Run 1, signal wires on met1:
(4 px per um) Supply wires on this layer in grey.
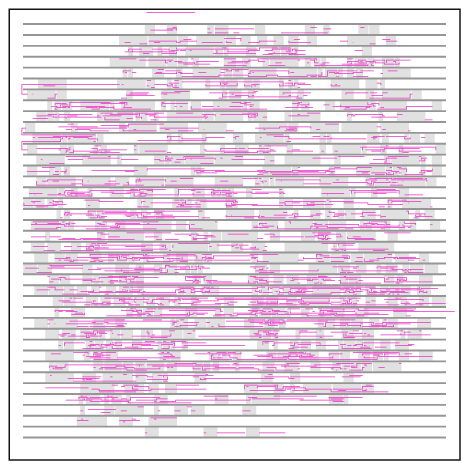
Run 1, met4 routing:
(4 px per um) Supply wires on this layer in grey.
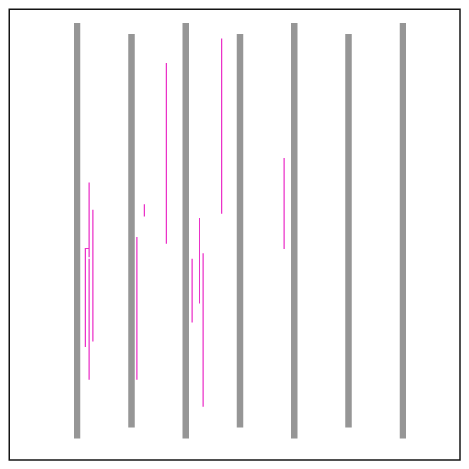
Run 1, routing congestion map:
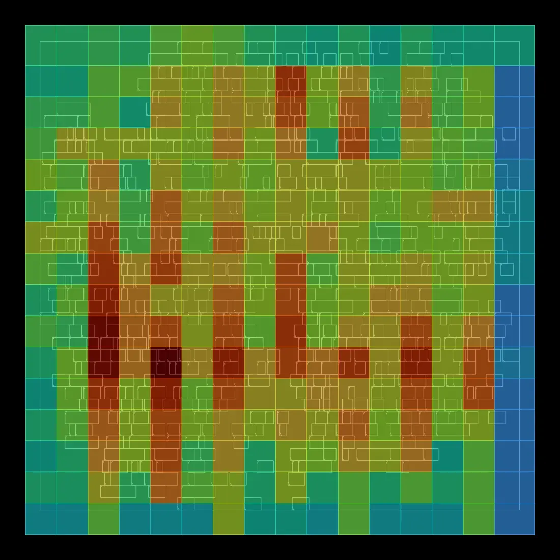
`src/rtl/sync_generator_if.sv`:
```
// Video timing bus between a counter source and sync_generator.
// master drives the counter position and strobes, slave returns the decoded timing.
interface sync_generator_if;
  logic        en;
  logic [11:0] h_count;
  logic [11:0] v_count;
  logic        err_clr;
  logic        hsync;
  logic        vsync;
  logic        de;
  logic [10:0] pix_x;
  logic [9:0]  pix_y;
  logic        line_start;
  logic        frame_start;
  logic [15:0] frame_count;
  logic        timing_err;

  modport master (
    output en, h_count, v_count, err_clr,
    input  hsync, vsync, de, pix_x, pix_y, line_start, frame_start, frame_count, timing_err
  );

  modport slave (
    input  en, h_count, v_count, err_clr,
    output hsync, vsync, de, pix_x, pix_y, line_start, frame_start, frame_count, timing_err
  );
endinterface

```
`src/rtl/sync_generator.sv`:
```
// Sync generator: decodes h/v counter positions into hsync/vsync/de, pixel
// coordinates and frame/line pulses through a 2-stage en-qualified pipeline,
// and flags out-of-range or non-sequential counter input.
module sync_generator #(
  parameter int H_ACTIVE = 1280,
  parameter int H_FRONT  = 110,
  parameter int H_SYNC   = 40,
  parameter int H_BACK   = 220,
  parameter int V_ACTIVE = 720,
  parameter int V_FRONT  = 5,
  parameter int V_SYNC   = 5,
  parameter int V_BACK   = 20,
  parameter bit SYNC_POL = 1'b1
) (
  input logic            clk,
  input logic            rst,
  sync_generator_if.slave bus
);
  localparam int H_TOTAL = H_ACTIVE + H_FRONT + H_SYNC + H_BACK;
  localparam int V_TOTAL = V_ACTIVE + V_FRONT + V_SYNC + V_BACK;

  // 13-bit thresholds so a 12-bit count plus one never wraps into a false match
  localparam logic [12:0] H_ACT     = 13'(H_ACTIVE);
  localparam logic [12:0] H_SYNC_LO = 13'(H_ACTIVE + H_FRONT);
  localparam logic [12:0] H_SYNC_HI = 13'(H_ACTIVE + H_FRONT + H_SYNC);
  localparam logic [12:0] H_END     = 13'(H_TOTAL);
  localparam logic [12:0] H_LAST    = 13'(H_TOTAL - 1);
  localparam logic [12:0] V_ACT     = 13'(V_ACTIVE);
  localparam logic [12:0] V_SYNC_LO = 13'(V_ACTIVE + V_FRONT);
  localparam logic [12:0] V_SYNC_HI = 13'(V_ACTIVE + V_FRONT + V_SYNC);
  localparam logic [12:0] V_END     = 13'(V_TOTAL);
  localparam logic [12:0] V_LAST    = 13'(V_TOTAL - 1);

  logic [12:0] h_in, v_in, h_prev, v_prev, h_exp, v_exp;
  logic        illegal, h_act, v_act, h_syn, v_syn, seq_err;

  // stage 1 registers: sampled position plus decoded flags
  logic [11:0] h1, v1;
  logic        hs1, vs1, de1, ls1, fs1, err1;
  logic        seen;     // a sample has been taken since reset
  logic        fs_seen;  // first frame_start since reset has been emitted

  // region decode of the incoming sample and sequence check against the previous one
  always_comb begin
    h_in    = {1'b0, bus.h_count};
    v_in    = {1'b0, bus.v_count};
    h_prev  = {1'b0, h1};
    v_prev  = {1'b0, v1};
    illegal = (h_in >= H_END) || (v_in >= V_END);
    h_act   = h_in < H_ACT;
    v_act   = v_in < V_ACT;
    h_syn   = (h_in >= H_SYNC_LO) && (h_in < H_SYNC_HI);
    v_syn   = (v_in >= V_SYNC_LO) && (v_in < V_SYNC_HI);
    if (h_prev == H_LAST) begin
      h_exp = '0;
      v_exp = (v_prev == V_LAST) ? '0 : v_prev + 13'd1;
    end else begin
      h_exp = h_prev + 13'd1;
      v_exp = v_prev;
    end
    seq_err = seen && ((h_in != h_exp) || (v_in != v_exp));
  end

  // stage 1: capture position and flags; illegal samples decode as back porch
  always_ff @(posedge clk) begin
    if (rst) begin
      h1   <= '0;
      v1   <= '0;
      hs1  <= 1'b0;
      vs1  <= 1'b0;
      de1  <= 1'b0;
      ls1  <= 1'b0;
      fs1  <= 1'b0;
      err1 <= 1'b0;
      seen <= 1'b0;
    end else if (bus.en) begin
      h1   <= bus.h_count;
      v1   <= bus.v_count;
      hs1  <= h_syn && !illegal;
      vs1  <= v_syn && !illegal;
      de1  <= h_act && v_act && !illegal;
      ls1  <= (h_in == '0) && v_act && !illegal;
      fs1  <= (h_in == '0) && (v_in == '0);
      err1 <= illegal || seq_err;
      seen <= 1'b1;
    end
  end

  // stage 2: registered outputs; pulses only live in cycles where this stage loads
  always_ff @(posedge clk) begin
    if (rst) begin
      bus.hsync       <= ~SYNC_POL;
      bus.vsync       <= ~SYNC_POL;
      bus.de          <= 1'b0;
      bus.pix_x       <= '0;
      bus.pix_y       <= '0;
      bus.line_start  <= 1'b0;
      bus.frame_start <= 1'b0;
      bus.frame_count <= '0;
      fs_seen         <= 1'b0;
    end else if (bus.en) begin
      bus.hsync       <= hs1 ? SYNC_POL : ~SYNC_POL;
      bus.vsync       <= vs1 ? SYNC_POL : ~SYNC_POL;
      bus.de          <= de1;
      bus.pix_x       <= de1 ? h1[10:0] : '0;
      bus.pix_y       <= de1 ? v1[9:0] : '0;
      bus.line_start  <= ls1;
      bus.frame_start <= fs1;
      if (fs1) begin
        if (fs_seen) bus.frame_count <= bus.frame_count + 16'd1;
        fs_seen <= 1'b1;
      end
    end else begin
      bus.line_start  <= 1'b0;
      bus.frame_start <= 1'b0;
    end
  end

  // sticky error flag; a new error in the same cycle beats err_clr
  always_ff @(posedge clk) begin
    if (rst)                  bus.timing_err <= 1'b0;
    else if (bus.en && err1)  bus.timing_err <= 1'b1;
    else if (bus.err_clr)     bus.timing_err <= 1'b0;
  end
endmodule

```
`src/flat_wrapper.sv`:
```
// flat-port wrapper written by rule: the top's interface ports become plain ports
module sync_generator_flat 
#(
  parameter int H_ACTIVE = 1280,
  parameter int H_FRONT  = 110,
  parameter int H_SYNC   = 40,
  parameter int H_BACK   = 220,
  parameter int V_ACTIVE = 720,
  parameter int V_FRONT  = 5,
  parameter int V_SYNC   = 5,
  parameter int V_BACK   = 20,
  parameter bit SYNC_POL = 1'b1
)
  (clk, rst, bus_en, bus_h_count, bus_v_count, bus_err_clr, bus_hsync, bus_vsync, bus_de, bus_pix_x, bus_pix_y, bus_line_start, bus_frame_start, bus_frame_count, bus_timing_err);
  sync_generator_if bus_i ();
  input logic clk;
  input logic rst;
  input wire logic [$bits(bus_i.en)-1:0] bus_en;
  input wire logic [$bits(bus_i.h_count)-1:0] bus_h_count;
  input wire logic [$bits(bus_i.v_count)-1:0] bus_v_count;
  input wire logic [$bits(bus_i.err_clr)-1:0] bus_err_clr;
  output wire logic [$bits(bus_i.hsync)-1:0] bus_hsync;
  output wire logic [$bits(bus_i.vsync)-1:0] bus_vsync;
  output wire logic [$bits(bus_i.de)-1:0] bus_de;
  output wire logic [$bits(bus_i.pix_x)-1:0] bus_pix_x;
  output wire logic [$bits(bus_i.pix_y)-1:0] bus_pix_y;
  output wire logic [$bits(bus_i.line_start)-1:0] bus_line_start;
  output wire logic [$bits(bus_i.frame_start)-1:0] bus_frame_start;
  output wire logic [$bits(bus_i.frame_count)-1:0] bus_frame_count;
  output wire logic [$bits(bus_i.timing_err)-1:0] bus_timing_err;
  assign bus_i.en = bus_en;
  assign bus_i.h_count = bus_h_count;
  assign bus_i.v_count = bus_v_count;
  assign bus_i.err_clr = bus_err_clr;
  assign bus_hsync = bus_i.hsync;
  assign bus_vsync = bus_i.vsync;
  assign bus_de = bus_i.de;
  assign bus_pix_x = bus_i.pix_x;
  assign bus_pix_y = bus_i.pix_y;
  assign bus_line_start = bus_i.line_start;
  assign bus_frame_start = bus_i.frame_start;
  assign bus_frame_count = bus_i.frame_count;
  assign bus_timing_err = bus_i.timing_err;
  sync_generator #(.H_ACTIVE(H_ACTIVE), .H_FRONT(H_FRONT), .H_SYNC(H_SYNC), .H_BACK(H_BACK), .V_ACTIVE(V_ACTIVE), .V_FRONT(V_FRONT), .V_SYNC(V_SYNC), .V_BACK(V_BACK), .SYNC_POL(SYNC_POL)) u_core (.clk(clk), .rst(rst), .bus(bus_i));
endmodule
```
`config.mk`:
```
export PLATFORM = sky130hd
export DESIGN_NAME = sync_generator_flat
export DESIGN_NICKNAME = d
export VERILOG_FILES = /design/src/rtl/sync_generator_if.sv /design/src/rtl/sync_generator.sv /design/src/flat_wrapper.sv
export SDC_FILE = /design/constraint.sdc
export NUM_CORES = 1
export LEC_CHECK = 0
export CAP_MARGIN = 40
export CELL_PAD_IN_SITES_DETAIL_PLACEMENT = 0
export CELL_PAD_IN_SITES_GLOBAL_PLACEMENT = 1
export CORE_MARGIN = 3
export CORE_UTILIZATION = 35
export DETAILED_ROUTE_END_ITERATION = 16
export PLACE_DENSITY_LB_ADDON = 0.2
export SYNTH_ARGS = -nofsm -noshare
export SYNTH_HDL_FRONTEND = slang
export SYNTH_SLANG_ARGS = --single-unit
export TNS_END_PERCENT = 1
```
`constraint.sdc`:
```
create_clock -name clk -period 2.37 [get_ports clk]
set_input_delay 0.3555 -clock clk [delete_from_list [all_inputs] [get_ports clk]]
set_output_delay 0.3555 -clock clk [all_outputs]
set_load 0.1 [all_outputs]
```
==> CHANGELOG.md, run 1 <==
## Flow update

- Largest register FFs: 16
- Gpl congestion: ~0.94
- Clock Skews: 0.00769 ns
- H-tree depth: 3
- Num ports: approximately 71
- CP Launch Type: flip-flop
- # setup viols final: 1
- Pleak: ~2.2 nW
- RSZ-0062 raised after global routing: true
- R2R Setup Slk: -0.15 ns
- Final WS setup: -0.149 ns
- Leading cell kind: logic gates
- Psw: between 0.0007 and 0.0008 W
- Drt total wl: ~13000 um
- MaxCap Viol Count: 0
- Comb area: approximately 2300 um^2
- CTS max path bufs: 2
- Met3 WL post-DR: 783 um
- Met3 Use GR: 0.0518
- Hold_sp: bus_en
- DIE AREA: 12600 um^2
- Logic share of the area: 0.425
- Power Clock: 0.00133 W
- Flops: roughly 75
- Clock slew at reported path FFs: approximately 0.060 ns
- CTS sink cnt: about 75
- Worst skew pair latency: between 0.3 and 0.4 ns
- Register area: 1510 um^2
- Worst hold stages: 3
- Failing checks: setup timing
- DR vias/cell: between 5 and 6
- Gate power share: 0.137
- Worst R2R Path Depth: 11
- Post-route setup TNS: -0.149 ns
- Crit Reg-Reg Endpoint: u_core.err1
- Hold_ws: around 0.31 ns
- Remaining DRCs: 0
- Number of routed nets with antenna violations: 0
- Largest Register: u_core.bus.frame_count
- Synth Seq Share: 0.380
- Worst-Margin Slew: 0.858 ns
- M2 GR Usage: 0.321
- Yosys Warn Count: 0
- Simple share: 0.285
- Core Region: 10900 um^2
- Worst EP arrival: approximately 2.7 ns
- Top power group: clock
- Pre-CTS setup slack: -0.252 ns
- DRT Pass-1 Iters: 4
- Die Wd: 112 um
- Flop pwr share: 0.431
- Mux frac, synth: 0.0708
- Syn_area_per_cell: around 8 um^2
- Most common library cells after synthesis: dfxtp_1, nor2_1, a21oi_1, nand2_1, nand3_1
- Net Count, Synth: 517
- Detailed-route via count: 3983
- Nets: 639
- Buffers added on ports: around 70
- Metal-1 WL: approximately 5600 um
- Status: finished, violations left
- Minimum clock period: 2.52 ns
- Sequential cell power: roughly 0.0013 W
- Yosys adder share: 0.0158
- Post-Synth XOR/XNOR Area: 0.0908
- Power consumption: between 0.003 and 0.004 W
- Post-CTS Setup Repair Bufs: 0
- Share of cells above drive strength 1: 0.238
- Final core area utilization: 0.498
- Hold WC Path Type: primary input to flip-flop
- Area share, top type: 0.380
- FP Core Util: 0.362
- Cts repair resizes: 2
- Cell taking the most area after synthesis: dfxtp_1
- TritonCTS buffer count: 9
- # Cells Yosys: 484
- Met1 Usage GRT: 0.260
- Regs by FF count: u_core.bus.frame_count: 16 flops, u_core.h1: 12 flops, u_core.v1: 12 flops
- Hold endpoint: u_core.bus.frame_start
- CTS Root Cell: clkbuf_16
- Slowest stage delay, CP: ~0.46 ns
- Combinational power: about 0.00042 W
- Mapped Area: a little under 4000 um^2
- Vias in the first global route: just under 4000
- CP required: 2.58 ns
- Chip area line of the yosys report: a little under 4000 um^2
- Most frequent cell after synthesis: dfxtp_1
- Clock power share: 0.433
- DP HPWL: 9270 um
- Element type at the critical path end: flip-flop
- Slew headroom: 0.427
- Seq cells post-synth: 75
Notes on 'signal wires on met1' above:
The layer carries 5580 um of wire. The layer holds 45% of the routed length.

Notes on 'met4 routing' above:
10 nets have wire on it. The wires run mostly vertical. The longest straight run is 44.9 um.

Notes on 'routing congestion map' above:
gr usage total: 0.202
busiest grt layer: met2

## Run 2: what changed since run 1
Settings changed: TNS_END_PERCENT 1 to not set.
Run 2, signal wires on met1:
(4 px per um) Supply wires on this layer in grey.
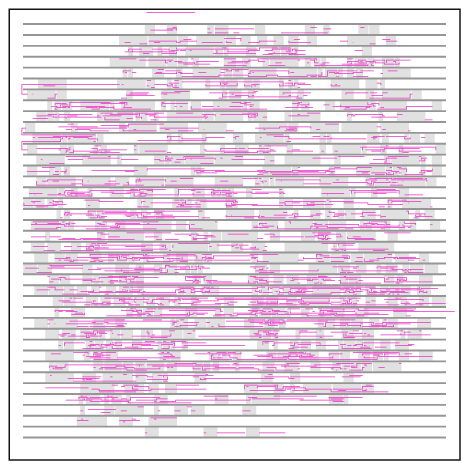
The longest straight run is 33.6 um. The layer carries 5580 um of wire. The layer holds 45% of the routed length. The wires run mostly horizontal.

==> run 2 against run 1 <==
Compared with the run above: the flow still finishes with violations (setup timing); clock-buffer cell count is the same; design area is the same; synthesized cell count is the same; synthesized area is the same; register-to-register slack is essentially flat; utilization is the same; critical path type unchanged; largest cell class unchanged.
==> CHANGELOG.md, run 2 <==
## Flow update

- RSZ-0062 raised after global routing: true
- Maximum vdd ir drop: roughly 0.00044 V
- Metal-1 WL: 5580 um (unchanged)
- Psw: 0.000774 W (unchanged)
- Gr usage total: 0.202 (unchanged)
- Yosys Warn Count: 0 (unchanged)
- Vias in the first global route: 3962 (unchanged)
- # hold bufs at CTS: 0
- Minimum clock period: 2.52 ns (unchanged)
- Flop pwr share: 0.431 (about the same)
- Met3 Use GR: 0.0518 (unchanged)
- DIE AREA: 12600 um^2 (unchanged)
- CP required: 2.58 ns (about the same)
- Leading cell kind: logic gates
- Drt total wl: 12500 um (unchanged)
- Num ports: 71 (unchanged)
- Largest Register: u_core.bus.frame_count
- Power consumption: 0.00307 W (unchanged)
- DP HPWL: 9270 um (unchanged)
- Remaining DRCs: 0 (unchanged)
- Detailed-route via count: 3983 (unchanged)
- Post-synth EDFFs: 0
- Clock slew at reported path FFs: 0.06 ns (about the same)
- Area share, top type: 0.380 (unchanged)
- Syn_area_per_cell: 8.17 um^2 (unchanged)
- Worst R2R Path Depth: 11 (unchanged)
- Comb area: 2310 um^2 (unchanged)
- Drt first-iter violations: 247
- Status: finished, violations left
- Cell taking the most area after synthesis: dfxtp_1
- Cts repair resizes: 2 (unchanged)
- Max Used Layer: met4
- Worst hold stages: 3 (unchanged)
- MaxCap Viol Count: 0 (unchanged)
- Pre-CTS setup slack: -0.252 ns (unchanged)
- Clock Skews: 0.00769 ns (unchanged)
- Share of cells above drive strength 1: 0.238 (unchanged)
- Slew headroom: 0.427 (unchanged)
- Clock power share: 0.433 (about the same)
- R2R Setup Slk: -0.15 ns (about the same)
- H-tree depth: 3 (unchanged)
- CTS max path bufs: 2 (unchanged)
- Power Clock: 0.00133 W (about the same)
- Seq cells post-synth: 75 (unchanged)
- Flops: 75 (unchanged)
- Combinational power: 0.000420 W (about the same)
- Hold endpoint: u_core.bus.frame_start
- Pleak: 2.19 nW (unchanged)
- Top power group: clock
- Worst skew pair latency: 0.33 ns (about the same)
- CTS Root Cell: clkbuf_16
- Mapped Area: 3960 um^2 (unchanged)
- Final WS setup: -0.149 ns (unchanged)
- Busiest grt layer: met2
- Met3 WL post-DR: 783 um (unchanged)
- # Cells Yosys: 484 (unchanged)
- Number of routed nets with antenna violations: 0 (unchanged)
- Post-Synth XOR/XNOR Area: 0.0908 (unchanged)
- Element type at the critical path end: flip-flop
- M2 GR Usage: 0.321 (unchanged)
- CTS sink cnt: 75 (unchanged)
- Synth Seq Share: 0.380 (unchanged)
- Worst-path fanout max: 3
- DR vias/cell: 5.31 (unchanged)
- Sequential cell power: 0.00132 W (about the same)
- Fin cells: between 700 and 800
- CP Launch Type: flip-flop
- Buffers excl. clock: 141
- Hold_ws: 0.314 ns (unchanged)
- Final hold vios: 0
- Final core area utilization: 0.498 (unchanged)
- Most frequent cell after synthesis: dfxtp_1
- Most numerous logic cell after layout: buf_4
- Core Region: 10900 um^2 (unchanged)
- Mux frac, synth: 0.0708 (unchanged)
- Net Count, Synth: 517 (unchanged)
- Register area: 1510 um^2 (unchanged)
- Logic share of the area: 0.425 (unchanged)
- Failing checks: setup timing
- Post-CTS Setup Repair Bufs: 0 (unchanged)
- Gpl congestion: 0.939 (unchanged)
- Slowest stage delay, CP: 0.46 ns (about the same)
- Die Wd: 112 um (unchanged)
- Yosys adder share: 0.0158 (unchanged)
- Nets: 639 (unchanged)
- Hold WC Path Type: primary input to flip-flop
- Met1 Usage GRT: 0.260 (unchanged)
- Buffers added on ports: 70 (unchanged)
- Chip area line of the yosys report: 3960 um^2 (unchanged)
- FP Core Util: 0.362 (unchanged)
- Crit Reg-Reg Endpoint: u_core.err1
- Regs by FF count: u_core.bus.frame_count: 16 flops, u_core.h1: 12 flops, u_core.v1: 12 flops
- Worst-Margin Slew: 0.858 ns (unchanged)
- Hold_sp: bus_en
- Post-route setup TNS: -0.149 ns (unchanged)
- Gate power share: 0.137 (about the same)
- TritonCTS buffer count: 9 (unchanged)
- Most common library cells after synthesis: dfxtp_1, nor2_1, a21oi_1, nand2_1, nand3_1
- # setup viols final: 1 (unchanged)
- Worst reg2reg path startpoint: u_core.v1[1]
- DRT Pass-1 Iters: 4 (unchanged)
- Largest register FFs: 16 (unchanged)
## Run 3: what changed since run 2
Settings changed: MAX_ROUTING_LAYER set to met4.
Run 3, routing congestion map:
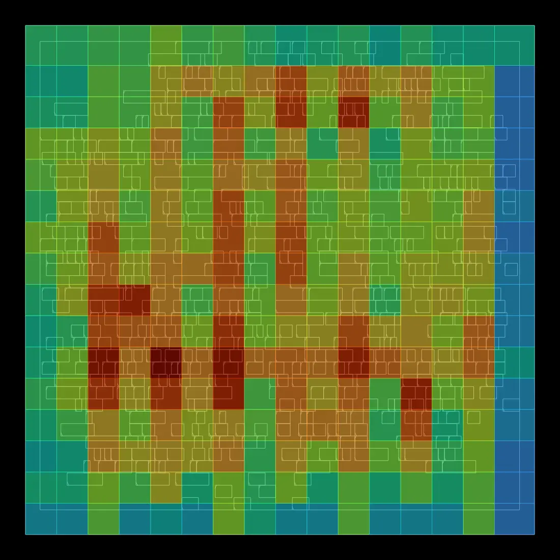
final core area utilization: 0.498
routed wire length per instance: 16.4 um
gr usage total: 0.208
met3 Use GR: 0.0609

==> run 3 against run 2 <==
Compared with the run above: the flow still finishes with violations (setup timing); combinational power about the same; register-to-register slack better by 0.05 ns; die size unchanged; utilization is essentially flat; critical path depth unchanged; routed wire length shrank 1.2%; first-iteration DRC count grew 6.9%; design area hardly changed; clock-buffer cell count up 2; via count grew 0.50%; synthesized cell count stayed put; largest cell class unchanged; highest routed layer unchanged.
==> CHANGELOG.md, run 3 <==
## Flow update

- Cts repair resizes: 4 (+2)
- Most numerous logic cell after layout: buf_4
- Status: finished, violations left
- CTS Root Cell: clkbuf_16
- Crit Reg-Reg Endpoint: u_core.err1
- RSZ-0062 raised after global routing: true
- Power consumption: 0.00313 W (+2.0%)
- CP Launch Type: flip-flop
- Net Count, Synth: 517 (unchanged)
- Cell taking the most area after synthesis: dfxtp_1
- DP HPWL: 9270 um (about the same)
- Drt first-iter violations: 264 (+6.9%)
- FP Core Util: 0.362 (unchanged)
- Final WS setup: -0.103 ns (+0.0462 ns)
- Most frequent cell after synthesis: dfxtp_1
- Yosys adder share: 0.0158 (unchanged)
- Buffers added on ports: 70 (unchanged)
- Nets: 639 (unchanged)
- Leading cell kind: logic gates
- Final hold vios: 0 (unchanged)
- Hold_ws: 0.314 ns (-0.000190 ns)
- Max Used Layer: met4
- Failing checks: setup timing
- Register area: 1510 um^2 (unchanged)
- Syn_area_per_cell: 8.17 um^2 (unchanged)
- # hold bufs at CTS: 0 (unchanged)
- Worst R2R Path Depth: 11 (unchanged)
- Psw: 0.000798 W (+3.1%)
- Met1 Usage GRT: 0.260 (about the same)
- Combinational power: 0.000421 W (about the same)
- Synth Seq Share: 0.380 (unchanged)
- Clock power share: 0.445 (+0.012)
- Detailed-route via count: 4003 (+0.50%)
- Post-route setup TNS: -0.103 ns (+0.0462 ns)
- Share of cells above drive strength 1: 0.241 (+0.00288)
- Largest Register: u_core.bus.frame_count
- CTS max path bufs: 2 (unchanged)
- M2 GR Usage: 0.319 (-0.00238)
- Most common library cells after synthesis: dfxtp_1, nor2_1, a21oi_1, nand2_1, nand3_1
- Die Wd: 112 um (unchanged)
- Mapped Area: 3960 um^2 (unchanged)
- Hold WC Path Type: primary input to flip-flop
- Worst-Margin Slew: 0.855 ns (-0.00373 ns)
- DR vias/cell: 5.33 (+0.37%)
- TritonCTS buffer count: 9 (unchanged)
- Maximum vdd ir drop: 0.000441 V (-0.14%)
- Post-synth EDFFs: 0 (unchanged)
- Vias in the first global route: 3997 (+0.88%)
- Post-CTS Setup Repair Bufs: 0 (unchanged)
- Power Clock: 0.00139 W (+5%)
- Worst skew pair latency: 0.34 ns (about the same)
- H-tree depth: 3 (unchanged)
- Minimum clock period: 2.47 ns (-0.0462 ns)
- Area share, top type: 0.380 (unchanged)
- Mux frac, synth: 0.0708 (unchanged)
- Num ports: 71 (unchanged)
- Logic share of the area: 0.425 (about the same)
- MaxCap Viol Count: 0 (unchanged)
- Regs by FF count: u_core.bus.frame_count: 16 flops, u_core.h1: 12 flops, u_core.v1: 12 flops
- DRT Pass-1 Iters: 5 (+1)
- CP required: 2.60 ns (+0.02 ns)
- Pleak: 2.19 nW (about the same)
- Sequential cell power: 0.00132 W (about the same)
- Post-Synth XOR/XNOR Area: 0.0908 (unchanged)
- # setup viols final: 1 (unchanged)
- Worst hold stages: 3 (unchanged)
- Gate power share: 0.134 (-0.003)
- Worst-path fanout max: 6 (+3)
- Seq cells post-synth: 75 (unchanged)
- Slew headroom: 0.429 (+0.00249)
- Met3 WL post-DR: 801 um (+2.3%)
- DIE AREA: 12600 um^2 (unchanged)
- Busiest grt layer: met2
- Flops: 75 (unchanged)
- Fin cells: 751 (+0.13%)
Power figures rest on the tool's default switching activity, not on a simulated workload.
